`src/rtl/serial_subtractor.sv`:
```
// Bit-serial subtractor: computes {bout, diff} = a - b - bin one bit per clock, LSB first.
// Three-state FSM (IDLE/SHIFT/DONE); dbg_state exposes the current state for observation.
module serial_subtractor #(
    parameter int WIDTH = 8
) (
    input  logic             clk,
    input  logic             rst,
    input  logic             start,
    input  logic [WIDTH-1:0] a,
    input  logic [WIDTH-1:0] b,
    input  logic             bin,
    output logic             busy,
    output logic             done,
    output logic [WIDTH-1:0] diff,
    output logic             bout,
    output logic [1:0]       dbg_state
);

    localparam int CW = $clog2(WIDTH + 1);

    typedef enum logic [1:0] {
        IDLE  = 2'd0,
        SHIFT = 2'd1,
        DONE  = 2'd2
    } state_t;

    state_t           state;
    state_t           state_n;
    logic [WIDTH-1:0] a_sr;
    logic [WIDTH-1:0] b_sr;
    logic [WIDTH-1:0] res_sr;
    logic [WIDTH-1:0] res_n;
    logic [CW-1:0]    cnt;
    logic             br;
    logic             d;
    logic             br_n;
    logic             load;
    logic             last;

    // Full-subtractor on the current LSBs; the new difference bit enters at the MSB.
    always_comb begin
        d     = a_sr[0] ^ b_sr[0] ^ br;
        br_n  = (~a_sr[0] & b_sr[0]) | (~(a_sr[0] ^ b_sr[0]) & br);
        res_n = (res_sr >> 1) | (WIDTH'(d) << (WIDTH - 1));
        last  = (cnt == CW'(WIDTH - 1));
    end

    always_comb begin
        state_n = state;
        busy    = 1'b0;
        done    = 1'b0;
        load    = 1'b0;
        case (state)
            IDLE: begin
                if (start) begin
                    load    = 1'b1;
                    state_n = SHIFT;
                end
            end
            SHIFT: begin
                busy = 1'b1;
                if (last) begin
                    state_n = DONE;
                end
            end
            DONE: begin
                done = 1'b1;
                if (start) begin
                    load    = 1'b1;
                    state_n = SHIFT;
                end else begin
                    state_n = IDLE;
                end
            end
            default: state_n = IDLE;
        endcase
    end

    assign dbg_state = state;

    always_ff @(posedge clk) begin
        if (rst) begin
            state  <= IDLE;
            a_sr   <= '0;
            b_sr   <= '0;
            res_sr <= '0;
            br     <= 1'b0;
            cnt    <= '0;
            diff   <= '0;
            bout   <= 1'b0;
        end else begin
            state <= state_n;
            if (load) begin
                a_sr   <= a;
                b_sr   <= b;
                res_sr <= '0;
                br     <= bin;
                cnt    <= '0;
            end else if (state == SHIFT) begin
                a_sr   <= a_sr >> 1;
                b_sr   <= b_sr >> 1;
                res_sr <= res_n;
                br     <= br_n;
                cnt    <= cnt + CW'(1);
                // Publish on the same edge that enters DONE.
                if (last) begin
                    diff <= res_n;
                    bout <= br_n;
                end
            end
        end
    end

endmodule

```
`config.mk`:
```
export PLATFORM = sky130hd
export DESIGN_NAME = serial_subtractor
export DESIGN_NICKNAME = d
export VERILOG_FILES = /design/src/rtl/serial_subtractor.sv
export SDC_FILE = /design/constraint.sdc
export NUM_CORES = 1
export LEC_CHECK = 0
export CAP_MARGIN = 15
export CORE_MARGIN = 4
export CORE_UTILIZATION = 30
export CTS_CLUSTER_DIAMETER = 40
export DETAILED_ROUTE_END_ITERATION = 8
export GPL_TIMING_DRIVEN = 1
export MAX_ROUTING_LAYER = met4
export SLEW_MARGIN = 20
export SYNTH_ARGS = -nofsm -noshare
export SYNTH_HDL_FRONTEND = slang
export SYNTH_SLANG_ARGS = --single-unit
```
`constraint.sdc`:
```
create_clock -name clk -period 1.4 [get_ports clk]
set_input_delay 0.28 -clock clk [delete_from_list [all_inputs] [get_ports clk]]
set_output_delay 0.28 -clock clk [all_outputs]
set_load 0.1 [all_outputs]
```
Cells coloured by class:
Fill, decap, tap and diode cells in grey.
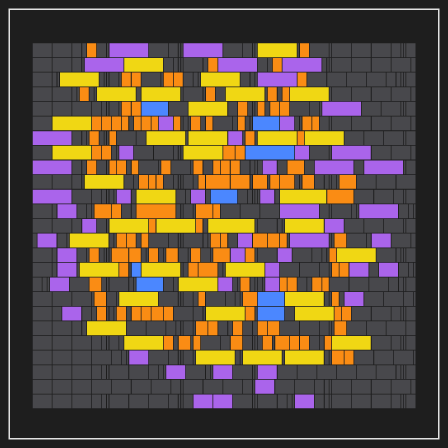
class	colour	cells
remaining buffers and delay cells	purple	51
clock drivers and dummy loads	blue	8
registers	yellow	39
remaining logic cells	orange	128

Wiring heat map:
Scale bar: 20 µm. The die is cut into 16 by 16 equal tiles; black is low, pale yellow is high, scaled to the fullest tile. Values are wire area over tile area, all layers added.
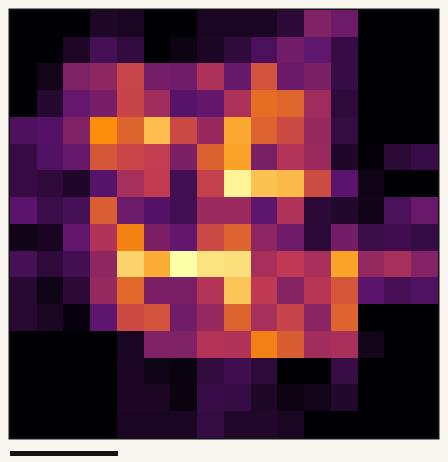
fullest tile	0.37
densest ninth of the die	centre
tiles over half the peak	18%
emptiest ninth of the die	south-west
mean over tiles	0.092
nearly empty tiles	24%

Layout detail:
Scale bar: 20 µm. Region (0, 0) to (50, 50) µm. Cells in grey, sequential cells in the stronger grey; small squares are vias.
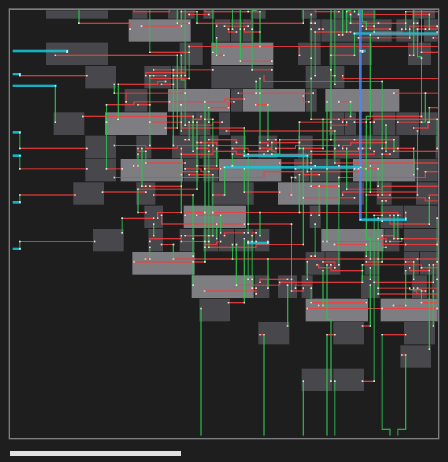
layer	colour
M3	cyan
M4	blue
M1	red
M2	green
cells with their middle in the window	99
most frequent	nor3_1 (16), dfxtp_1 (15), clkdlybuf4s50_1 (13)
sequential cells in the window	16
netlist names of flops here include	b_sr (8), a_sr (3), res_sr (2)

Placed standard cells:
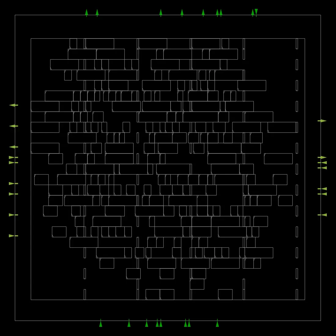
sequential share of cell area: 0.341
fill cell instance count of the final layout: 474
utilization after layout: 0.477

Register map, names as in the netlist:
Other sequential cells in the stronger grey, the rest of the logic in the fainter grey.
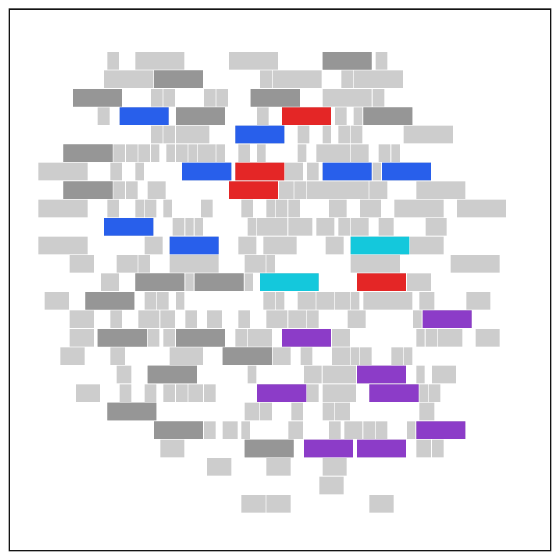
netlist name	colour	placed flops
cnt	red	4
dbg_state	cyan	2
a_sr	purple	8
res_sr	blue	7

==> Changelog: implementation <==
### Changed

- Worst clock skew: ~0.0073 ns
- Crit path setup slack, layout: approximately 0.017 ns
- Most numerous logic cells after layout: dfxtp_1 (37), nand2_1 (26), a21oi_1 (23)
- Wire length per cell: between 10 and 15 µm
- Remaining routing DRC violations: 0
- Final critical delay including setup and external delays: between 1 and 1.5 ns
- Antenna violations before repair: 0
- Cells on worst reg2reg path: 4
- Outcome: complete, no violations
- Final estimated routing congestion in global placement: between 0.7 and 0.8
- Post-cts hold buffer count: 0
- Type of the setup path with the least slack: register to output pin
- Nets at Floorplan: between 200 and 250
- Number of cells in the yosys synthesis report: between 150 and 200
- Count of endpoints failing hold in the final timing report: 0
- Endpoint of the worst register-to-register path: cnt[3]
- Number of library cell types mapped by synthesis: 28
- Reg2Reg Launch Point: dbg_state[1]
- Vias in the first global route: 1343
- CTS tree: done
- Number of max-capacitance violations reported: 0
- Area growth, synth to finish: 50.4%
- Slew Viols, Final: 0
- F_max: between 700 and 800 MHz
- Number of OpenROAD warnings: 27
- Number of top-level pins: 33
- Arr. time, crit path: roughly 1.1 ns
- P_leak: around 0.84 nW
- Number of sinks driven by the clock tree: 39
- Number of buffers added on ports: 32
- RSZ-0062 raised after global routing: yes
- Least-Margin Pin Slew: roughly 0.22 ns
- Fraction of layout instances using a drive strength above 1: 0.204
- Iteration-0 DRC count of the detailed router: between 70 and 80
- Detailed route wirelength on metal3: roughly 170 µm
- Global-route wire length before repair: ~6.2 mm
- Uppermost routed layer: met4
- Diode count: 0
- Via total after detailed routing: 1407
- Post-synthesis register bit count: 39
- Mean cell area of the mapped netlist: 8.49 µm²
- Sequential cell area in the final layout: just under 800 µm²
- Most used logic cell in the final layout: dfxtp_1
- Chip Height: around 80 µm
- Insertion delay to the later sink of the worst-skew pair: just under 0.3 ns
- Final tally of setup violations: 0
- Required time at the worst-slack endpoint: 1.12 ns
- Hold slack final: between 0.4 and 0.5 ns
- Combinational gate area: between 600 and 700 µm²
- Synthesized area: between 1500 and 2000 µm²
- Floorplan utilization: 0.317
- Class of the tightest hold or removal check: register to register
- Layout net count: 247
- Overall track demand over capacity in global routing: 0.128
- Die boundary width: slightly below 80 µm
- Buffers from clock root to sink, at most: 2
- Clock-pin slew on the worst setup and hold paths: roughly 0.08 ns
- Total CTS buffers: 5
- Crit share post-route: 0.988
- Met1 Wirelength: between 1.5 and 2 mm
- Core footprint: 4850 µm²
- Standard-cell row count: 25
- Kind of launch point of the worst setup path: register
- Synth Warn #: 0
- Post-synthesis cell count: between 150 and 200
- Overall power consumption: between 0.002 and 0.0025 W
- Launching element of the worst setup path: dbg_state[0]
- End point of the critical path: done
## where the power goes
part | total, W | internal, W | switching, W
clock network | 0.000894 | 0.000505 | 0.000389
registers | 0.00119 | 0.00116 | 0.0000317
logic | 0.000390 | 0.000191 | 0.000199
total | 0.00247 | 0.00185 | 0.000620
## layer usage
| metal | vias up | global-route usage |
|---|---|---|
| li1 | 722 | - |
| met4 | 0 | 0.0481 |
| met1 | 652 | 0.171 |
| met2 | 27 | 0.180 |
| met3 | 6 | 0.0384 |
| met5 | - | - |
## metrics by stage
step / std cells / cell area, µm² / TNS, ns
floorplan: 181 / 1550 / 0
global placement: 284 / 2180 / -0.245
detailed placement: 284 / 2180 / -0.139
CTS: 293 / 2310 / 0
global route: 293 / 2310 / -0.00488
finish: 293 / 2310 / 0
## worst min-delay path by stage
| stage | start | to | depth (start not counted) | slack [ns] |
|---|---|---|---|---|
| 3_3_place_gp | res_sr[1] | res_sr[1] | 2 | 0.45 |
| 3_5_place_dp | res_sr[1] | res_sr[1] | 2 | 0.46 |
| 2_1_floorplan | rst | bout | 1 | 0.35 |
| 5_1_grt | res_sr[5] | res_sr[4] | 2 | 0.48 |
| 6_report | res_sr[1] | res_sr[1] | 2 | 0.46 |
| 4_1_cts | res_sr[1] | res_sr[1] | 2 | 0.47 |
## state kept, by name, summed over array words and instances, names as in the netlist
signal and count:
dbg_state 2, a_sr 8, cnt 4, diff 8
res_sr 7, br 1, bout 1, b_sr 8
## layout make-up
class | count | area share
clock buffers | 7 | 0.0466
inverters | 4 | 0.00758
clock inverters | 1 | 0.00217
flip-flops and latches | 39 | 0.341
multi-input cells | 124 | 0.293
repair buffers | 51 | 0.273
well taps | 67 | 0.0363
## logic make-up after synthesis
| group | Yosys count | share of synthesized area |
|---|---|---|
| xor+xnor | 2 | 0.0114 |
| flops | 39 | 0.508 |
| buf+inv | 18 | 0.0570 |
| mux | 1 | 0.00651 |
| compound gates | 53 | 0.193 |
| fa+ha+maj | 2 | 0.0212 |
| simple gates | 66 | 0.203 |
## critical path, cell delays in order (launching register included)
cell and delay (ns):
dfxtp_4 0.40, and2b_2 0.24, buf_12 0.16
## synthesized netlist by cell type, drive strengths merged
library cell,count,share of area
xor2,1,0.0057
buf,11,0.040
o22ai,7,0.029
nor3,16,0.052
and2b,2,0.0098
and3b,1,0.0057
nand2,26,0.064
xnor2,1,0.0057
nand3b,2,0.0098
ha,1,0.0081
a311oi,1,0.0057
a21oi,23,0.075
o21ai,13,0.042
clkbuf,3,0.0073
o221ai,1,0.0057
a2bb2oi,1,0.0057
or3,1,0.0041
nand2b,2,0.0081
dfxtp,39,0.51
nand3,13,0.042
a31oi,5,0.020
a22oi,2,0.0098
fa,1,0.013
inv,4,0.0098
mux2i,1,0.0065
nor2,3,0.0073
## timing repair
action | 4_1_cts | 5_1_grt
gates resized | 3 | 1
buffers inserted | 1 | 0
endpoints found under the setup margin | 1 | 6
pin swaps | 0 | 0
endpoints found under the hold margin | 0 | 0
No activity file was given, so power comes from the tool's default toggle rates.
